Fig. 1: run 1, metal 3
Drawn at 6 px/um.
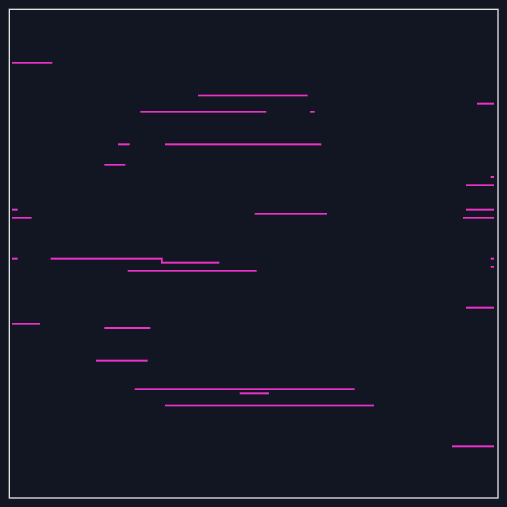
Fig. 2: run 1, wire density map
Drawn at 4 px/um. 16 x 16 tiles, from black (low) to pale yellow (high), scaled to the fullest tile. Values are wire area over tile area, all layers added.
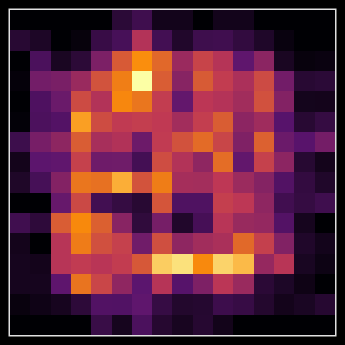
Fig. 3: run 1, drive-strength map
Drawn at 6 px/um.
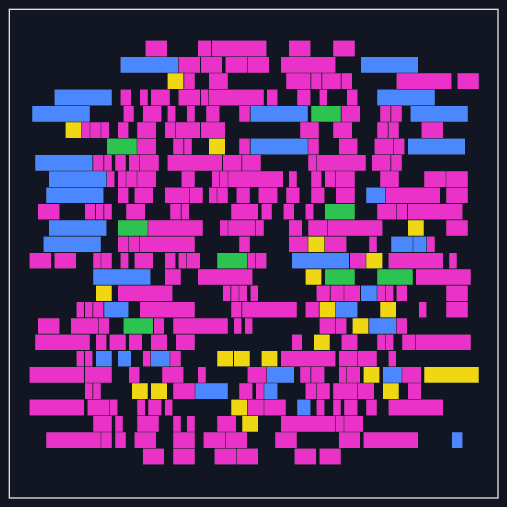
Fig. 4: run 1, clock nets
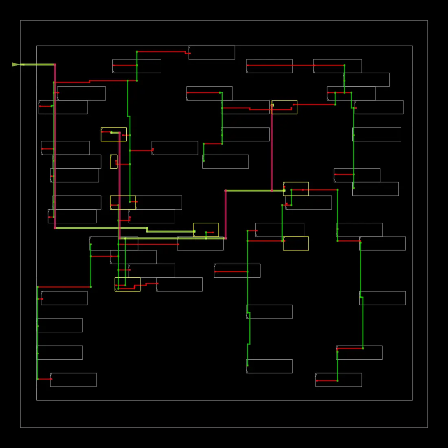
[src/rtl/tx_cu.sv]
// USB full-speed transmit control unit: sequences SYNC, PID, payload, CRC16 and EOP
// through the byte serializer, draining the TX FIFO for data packets.
module tx_cu (
  input  logic       clk,
  input  logic       n_rst,
  input  logic [3:0] tx_packet,
  input  logic [7:0] tx_packet_data,
  input  logic [6:0] buffer_occupancy,
  input  logic       byte_done,
  input  logic       eop_done,
  output logic [7:0] tx_byte,
  output logic       load_byte,
  output logic       get_tx_packet_data,
  output logic       send_eop,
  output logic       tx_transfer_active,
  output logic       tx_error
);

  localparam logic [3:0] IDLE        = 4'd0;
  localparam logic [3:0] SYNC        = 4'd1;
  localparam logic [3:0] SYNC_WAIT   = 4'd2;
  localparam logic [3:0] PID         = 4'd3;
  localparam logic [3:0] PID_WAIT    = 4'd4;
  localparam logic [3:0] DATA        = 4'd5;
  localparam logic [3:0] DATA_WAIT   = 4'd6;
  localparam logic [3:0] CRC_LO      = 4'd7;
  localparam logic [3:0] CRC_LO_WAIT = 4'd8;
  localparam logic [3:0] CRC_HI      = 4'd9;
  localparam logic [3:0] CRC_HI_WAIT = 4'd10;
  localparam logic [3:0] EOP         = 4'd11;
  localparam logic [3:0] EOP_WAIT    = 4'd12;

  localparam logic [7:0] SYNC_BYTE = 8'h01;

  logic [3:0]  state, next_state;
  logic [2:0]  cmd;
  logic [6:0]  remaining;
  logic [15:0] crc;
  logic        req_is_data, req_valid, req_bad, cmd_is_data;
  logic [7:0]  pid_byte;

  // Reflected USB CRC16 (poly 0x8005 bit-reversed), data bits LSB first.
  function automatic logic [15:0] crc16_byte(input logic [15:0] c, input logic [7:0] d);
    logic [15:0] r;
    r = c;
    for (int unsigned i = 0; i < 8; i++) begin
      if (r[0] ^ d[i]) r = (r >> 1) ^ 16'hA001;
      else             r = r >> 1;
    end
    return r;
  endfunction

  always_comb begin
    req_is_data = (tx_packet == 4'd1) || (tx_packet == 4'd2);
    req_valid   = (tx_packet >= 4'd1) && (tx_packet <= 4'd5) &&
                  !(req_is_data && (buffer_occupancy > 7'd64));
    req_bad     = (tx_packet >= 4'd6) || (req_is_data && (buffer_occupancy > 7'd64));
    cmd_is_data = (cmd == 3'd1) || (cmd == 3'd2);
  end

  always_comb begin
    case (cmd)
      3'd1:    pid_byte = 8'hC3;
      3'd2:    pid_byte = 8'h4B;
      3'd3:    pid_byte = 8'hD2;
      3'd4:    pid_byte = 8'h5A;
      3'd5:    pid_byte = 8'h1E;
      default: pid_byte = 8'h00;
    endcase
  end

  always_comb begin
    next_state = state;
    case (state)
      IDLE:        if (req_valid) next_state = SYNC;
      SYNC:        next_state = SYNC_WAIT;
      SYNC_WAIT:   if (byte_done) next_state = PID;
      PID:         next_state = PID_WAIT;
      PID_WAIT:
        if (byte_done) begin
          if (!cmd_is_data)          next_state = EOP;
          else if (remaining != '0)  next_state = DATA;
          else                       next_state = CRC_LO;
        end
      DATA:        next_state = DATA_WAIT;
      DATA_WAIT:
        if (byte_done) next_state = (remaining != '0) ? DATA : CRC_LO;
      CRC_LO:      next_state = CRC_LO_WAIT;
      CRC_LO_WAIT: if (byte_done) next_state = CRC_HI;
      CRC_HI:      next_state = CRC_HI_WAIT;
      CRC_HI_WAIT: if (byte_done) next_state = EOP;
      EOP:         next_state = EOP_WAIT;
      EOP_WAIT:    if (eop_done) next_state = IDLE;
      default:     next_state = IDLE;
    endcase
  end

  // Strobes and tx_byte are registered off next_state so they line up with the load state.
  always_ff @(posedge clk or negedge n_rst) begin
    if (!n_rst) begin
      state              <= IDLE;
      cmd                <= '0;
      remaining          <= '0;
      crc                <= '1;
      tx_byte            <= '0;
      load_byte          <= 1'b0;
      get_tx_packet_data <= 1'b0;
      send_eop           <= 1'b0;
      tx_transfer_active <= 1'b0;
      tx_error           <= 1'b0;
    end else begin
      state              <= next_state;
      load_byte          <= (next_state == SYNC) || (next_state == PID) || (next_state == DATA) ||
                            (next_state == CRC_LO) || (next_state == CRC_HI);
      get_tx_packet_data <= (next_state == DATA);
      send_eop           <= (next_state == EOP);

      case (next_state)
        SYNC:    tx_byte <= SYNC_BYTE;
        PID:     tx_byte <= pid_byte;
        DATA:    tx_byte <= tx_packet_data;
        CRC_LO:  tx_byte <= ~crc[7:0];
        CRC_HI:  tx_byte <= ~crc[15:8];
        default: tx_byte <= tx_byte;
      endcase

      if (state == IDLE) begin
        if (req_valid) begin
          cmd                <= tx_packet[2:0];
          remaining          <= buffer_occupancy;
          crc                <= '1;
          tx_error           <= 1'b0;
          tx_transfer_active <= 1'b1;
        end else if (req_bad) begin
          tx_error <= 1'b1;
        end
      end

      if (state == DATA) begin
        crc       <= crc16_byte(crc, tx_byte);
        remaining <= remaining - 7'd1;
      end

      if ((state == EOP_WAIT) && eop_done) tx_transfer_active <= 1'b0;
    end
  end

endmodule

[config.mk]
export PLATFORM = sky130hd
export DESIGN_NAME = tx_cu
export DESIGN_NICKNAME = d
export VERILOG_FILES = /design/src/rtl/tx_cu.sv
export SDC_FILE = /design/constraint.sdc
export NUM_CORES = 1
export LEC_CHECK = 0
export CAP_MARGIN = 15
export CORE_MARGIN = 3
export CORE_UTILIZATION = 45
export CTS_CLUSTER_DIAMETER = 200
export DETAILED_ROUTE_END_ITERATION = 7
export PLACE_DENSITY = 0.65
export SYNTH_ARGS = -nofsm -noshare
export SYNTH_HDL_FRONTEND = slang
export SYNTH_SLANG_ARGS = --single-unit
[constraint.sdc]
create_clock -name clk -period 2.7 [get_ports clk]
set_input_delay 0.54 -clock clk [delete_from_list [all_inputs] [get_ports clk]]
set_output_delay 0.54 -clock clk [all_outputs]
set_load 0.05 [all_outputs]
==> results_slide.txt, run 1 <==
Run Summary

Power
  • Clock power frac: 0.103
  • Peak VDD IR: 0.794 mV
  • Top power group: combinational cells
  • P_leak: about 1.3 nW
  • Register share of total power: 0.306
  • Internal Power: approximately 2.5 mW
  • Switching fraction of total power: 0.437
  • Pwr Total: between 4 and 5 mW
  • Comb. pwr: 2.58 mW
  • Comb pwr share: 0.590
  • Sw Pwr: ~1.9 mW

Routing
  • Highest metal used: met4
  • M1 wire length: 3.01 mm
  • Via density: roughly 5.5
  • Iter 0 DRT Violations: 84
  • DR WL met3: about 260 um
  • Iteration tally of the first detailed-router pass: 4
  • Met2 WL post-DR: slightly below 3 mm
  • Detail Route Antenna Nets: 0

Synthesis
  • Distinct cells, synth: 62
  • Top cells by area: dfrtp_1 27%, dfstp_2 17%, xnor2_1 7.6%, nor2_1 4.0%, a21oi_1 3.3%
  • Yosys Warn Count: 0
  • Seq share, synth: 0.430
  • Area leader, netlist: dfrtp_1
  • Mean Syn Cell Area: between 9 and 10 um2
  • Ys cells: 271
  • Asr flop ratio synth: 1.00
  • Number of enable flip-flop cells: 0
  • Synth Register Bits: approximately 43
  • Ys flop type: dfrtp_1
  • YS chip area: approximately 2500 um2
  • Area leader share: 0.265

Cells and area
  • Non-filler cells, final: roughly 390
  • Commonest Layout Cell: clkdlybuf4s50_1
  • Number of diodes: 0
  • Final #Nets: ~340
  • Fillers: 492

Timing
  • Fin Setup TNS: 0 ps
  • Achievable frequency: slightly below 400 MHz
  • Fin. Hold Viols: 0
  • Final setup vio count: 0
  • Cycle use final: 0.951
  • RSZ-0062 raised after global routing: false
  • Hold_ws: about 330 ps
  • Slew margin rel.: 0.438

Worst setup path
  • Crit path from: buffer_occupancy[0]
  • Setup Crit Path Kind: in -> reg
  • CP required: between 2000 and 3000 ps
  • R2r setup slk: 240 ps
  • Startpoint Class: primary input
  • WP data arrival: around 2800 ps
  • Max FO, Critical Path: 5
  • RR Startpoint: remaining[1]
  • Reg2reg end: tx_byte[4]
  • CP endpoint kind: flop
  • Cells on worst reg2reg path: 10

Clock network
  • CTS tree: built
  • Hold buffers post-CTS: 0
  • CTS Sinks: 43
  • H-tree depth: 2
  • Post-CTS Setup Bufs: 0

Place
  • IO buf count: 35
  • GPL Wtd Cong: between 0.8 and 0.9
  • Post-Place Cells: 379
  • Post-Place Cell Area: a little over 3000 um2

Die
  • Cell Rows: 26
  • Die Area: approximately 6600 um2
  • Die Wd: 81.2 um
  • FP Util: 0.480
  • Core Box Area: 5300 um2

Global route
  • Total grt overflow: 0
  • First-pass GRT wire length: ~10 mm
  • Vias in the first global route: about 2100

Hold path
  • Hold Path Class: in -> async

Run status
  • Status: finished clean
## Picture notes: Fig. 1
main direction	horizontal
share of all routed wire	4.2%
wire length on this layer	265 um
nets with wire on the layer	22
longest straight run	36.3 um
grt met3 use: 0.0333
Vias: 2133
final wirelength: 6.28 mm

## Picture notes: Fig. 2
mean over tiles	0.15
nearly empty tiles	13%
tiles over half the peak	24%
fullest tile	0.50
post-DR wirelength/cell: 16.2 um
GRT Total Usage: 0.207

## Picture notes: Fig. 3
color	size	cells	share
yellow	drive 3 to 4	22	6.9%
blue	drive 2	32	10%
magenta	drive 1 or less	255	80%
green	drive 6 and up	8	2.5%
fin area: 3130 um2
Synth-to-Final Area Change: 23.1%

## Picture notes: Fig. 4
clk pwr: 0.451 mW
Layout clock buffers: 8
Final Skew: 4.25 ps
CTS buffer count: 5
worst skew pair latency: 300 ps

[run 1: metal layers]
metal	track usage	vias to the layer above
li1	-	1052
met5	0	-
met3	0.0333	8
met4	0.0726	0
met2	0.333	38
met1	0.282	1035
[run 1: worst max-delay path, stage by stage]
cell             delay (ps)
clkdlybuf4s50_1         460
nor4_1                  400
a2111oi_2               150
o31ai_2                 380
and2_0                  180
buf_4                   150
buf_4                   130
o22ai_1                  70
a2111o_1                290
[run 1: layout make-up]
cell class,instances,area (um2),area share
Sequential cell,43,1100,0.350
Tap cell,70,87.6,0.0279
Multi-Input combinational cell,198,1290,0.412
Inverter,12,57.6,0.0184
Clock buffer,8,100,0.0319
Timing Repair Buffer,56,503,0.160
[run 1: flip-flops by register name, summed over array words and instances (netlist names)]
signal / cells
get_tx_packet_data: 1
state: 4
tx_error: 1
crc: 16
cmd: 3
send_eop: 1
load_byte: 1
tx_byte: 8
tx_transfer_active: 1
remaining: 7
[run 1: repair_timing]
action	CTS	global route
setup endpoints to repair	0	3
endpoints found under the hold margin	0	0
gates resized	0	1
[run 1: stage by stage]
| stage | utilization | worst slack [ps] |
|---|---|---|
| final | 0.591 | 132 |
| after global routing | 0.591 | 27.3 |
| after CTS | 0.591 | 147 |
| after detailed placement | 0.572 | -153 |
| after global placement | 0.572 | -129 |
| after floorplan | - | 479 |
[run 1: cells by family after synthesis]
kind of cell / synth area share
buffers and inverters: 0.0693
AND/OR/NAND/NOR: 0.195
AND-OR/OR-AND: 0.191
flip-flops: 0.430
adder cells (fa/ha/maj): 0.0197
XOR/XNOR: 0.0948
==> run 2, diff against run 1 <==
CTS_CLUSTER_DIAMETER = 30   (was 200)
Fig. 5: run 2, wire density map
Drawn at 4 px/um. 16 x 16 tiles, from black (low) to pale yellow (high), scaled to the fullest tile. Values are wire area over tile area, all layers added.
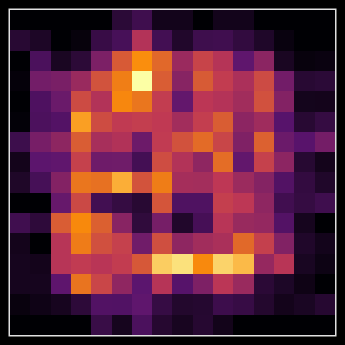
tiles over half the peak	24%
nearly empty tiles	13%
fullest tile	0.50
mean over tiles	0.15

==> results_slide.txt, run 2 <==
Run Summary

Worst setup path
  • CP endpoint kind: flop
  • Reg2reg end: tx_byte[4]
  • Startpoint Class: primary input
  • CP required: approximately 2900 ps
  • Crit path from: buffer_occupancy[0]
  • WP data arrival: ~2800 ps
  • RR Startpoint: remaining[1]
  • Setup Crit Path Kind: in -> reg
  • Cells on worst reg2reg path: 10

Synthesis
  • Number of enable flip-flop cells: 0
  • Asr flop ratio synth: 1.00
  • Area leader share: 0.265
  • Seq share, synth: 0.430
  • Mean Syn Cell Area: 9.40 um2
  • Yosys Warn Count: 0
  • Distinct cells, synth: 62
  • Top cells by area: dfrtp_1 27%, dfstp_2 17%, xnor2_1 7.6%, nor2_1 4.0%, a21oi_1 3.3%
  • Ys cells: 271
  • Ys flop type: dfrtp_1
  • Synth Register Bits: between 40 and 50
  • YS chip area: roughly 2500 um2
  • Area leader, netlist: dfrtp_1

Clock network
  • Worst skew pair latency: 300 ps
  • CTS Sinks: ~43
  • Post-CTS Setup Bufs: 0
  • CTS tree: built
  • H-tree depth: 2
  • CTS buffer count: 5
  • Hold buffers post-CTS: 0

Global route
  • Total grt overflow: 0
  • Vias in the first global route: roughly 2100
  • GRT Total Usage: 0.207
  • First-pass GRT wire length: approximately 10 mm

Cells and area
  • Non-filler cells, final: a little under 400
  • Final Util: 0.591
  • Largest reg by FF count: crc
  • Fin area: 3130 um2
  • Synth-to-Final Area Change: 23.1%
  • Number of diodes: 0
  • Largest regs: crc x16, tx_byte x8, remaining x7
  • Flip-flop count of the largest register after layout: 16

Routing
  • Iter 0 DRT Violations: around 84
  • Post-DR wirelength/cell: 16.2 um
  • Highest metal used: met4
  • Met2 WL post-DR: between 2 and 3 mm
  • Iteration tally of the first detailed-router pass: 4
  • Vias: between 2000 and 2500
  • DR WL met3: roughly 260 um
  • Final wirelength: approximately 6.3 mm
  • Via density: about 5.5
  • Detail Route Antenna Nets: 0

Timing
  • Slew margin rel.: 0.438
  • Achievable frequency: about 390 MHz
  • RSZ-0062 raised after global routing: false
  • Cycle use final: 0.951
  • Hold_ws: approximately 330 ps
  • Fin. Hold Viols: 0
  • Final setup vio count: 0
  • Setup ws final: 132 ps

Place
  • DP Worst Slack: -153 ps
  • GPL Wtd Cong: ~0.87
  • IO buf count: 35
  • Post-Place Cells: between 300 and 400
  • Post-Place Cell Area: 3030 um2

Run status
  • Status: finished clean

Power
  • Pwr Total: ~4.4 mW
  • P_leak: around 1.3 nW

Die
  • Cell Rows: 26
  • Die Wd: about 81 um
  • Die Area: 6600 um2
  • Core Box Area: 5300 um2
[run 2: cell counts in the layout (fill, tap and decap cells not counted)]
No cell type changed its count.
[run 2: repair_timing]
item | CTS | global route
gates resized | 0 | 1
hold endpoints to repair | 0 | 0
endpoints found under the setup margin | 0 | 3
[run 2: final cells by class]
class / count / area (um2)
clock buffer: 8 / 100
multi-input combinational: 198 / 1290
timing repair buffer: 56 / 503
fill: 492 / 2170
tap: 70 / 87.6
sequential: 43 / 1100
inverter: 12 / 57.6
[run 2: power breakdown]
part	leakage, nW	switching (mW)	total (mW)	internal, mW
registers	0.505	0.337	1.34	1.00
clock network	0.0515	0.218	0.451	0.234
logic	0.735	1.36	2.58	1.22
[run 2: kinds of logic after synthesis]
group | after synthesis | synth area share
adder cells (fa/ha/maj) | 4 | 0.0197
AND/OR/NAND/NOR | 99 | 0.195
AND-OR/OR-AND | 69 | 0.191
XOR/XNOR | 26 | 0.0948
buffers and inverters | 30 | 0.0693
flip-flops | 43 | 0.430
[run 2: critical path, stage by stage]
cell and delay (ps):
clkdlybuf4s50_1 460, nor4_1 400, a2111oi_2 150, o31ai_2 380, and2_0 180, buf_4 150
buf_4 130, o22ai_1 70, a2111o_1 290
[run 2: how the worst max path moves through the flow]
| stage | to | cells after the start |
|---|---|---|
| 2_1_floorplan | tx_byte[0] | 7 |
| 3_3_place_gp | tx_byte[2] | 8 |
| 3_5_place_dp | tx_byte[4] | 9 |
| 4_1_cts | tx_byte[2] | 8 |
| 5_1_grt | tx_byte[2] | 8 |
| 6_report | tx_byte[4] | 9 |
[run 2: per-layer routing]
layer,track usage,vias up
met5,0,-
met4,0.0726,0
met3,0.0333,8
met2,0.333,38
met1,0.282,1035
li1,-,1052
Power is estimated from default activity; no workload was simulated.
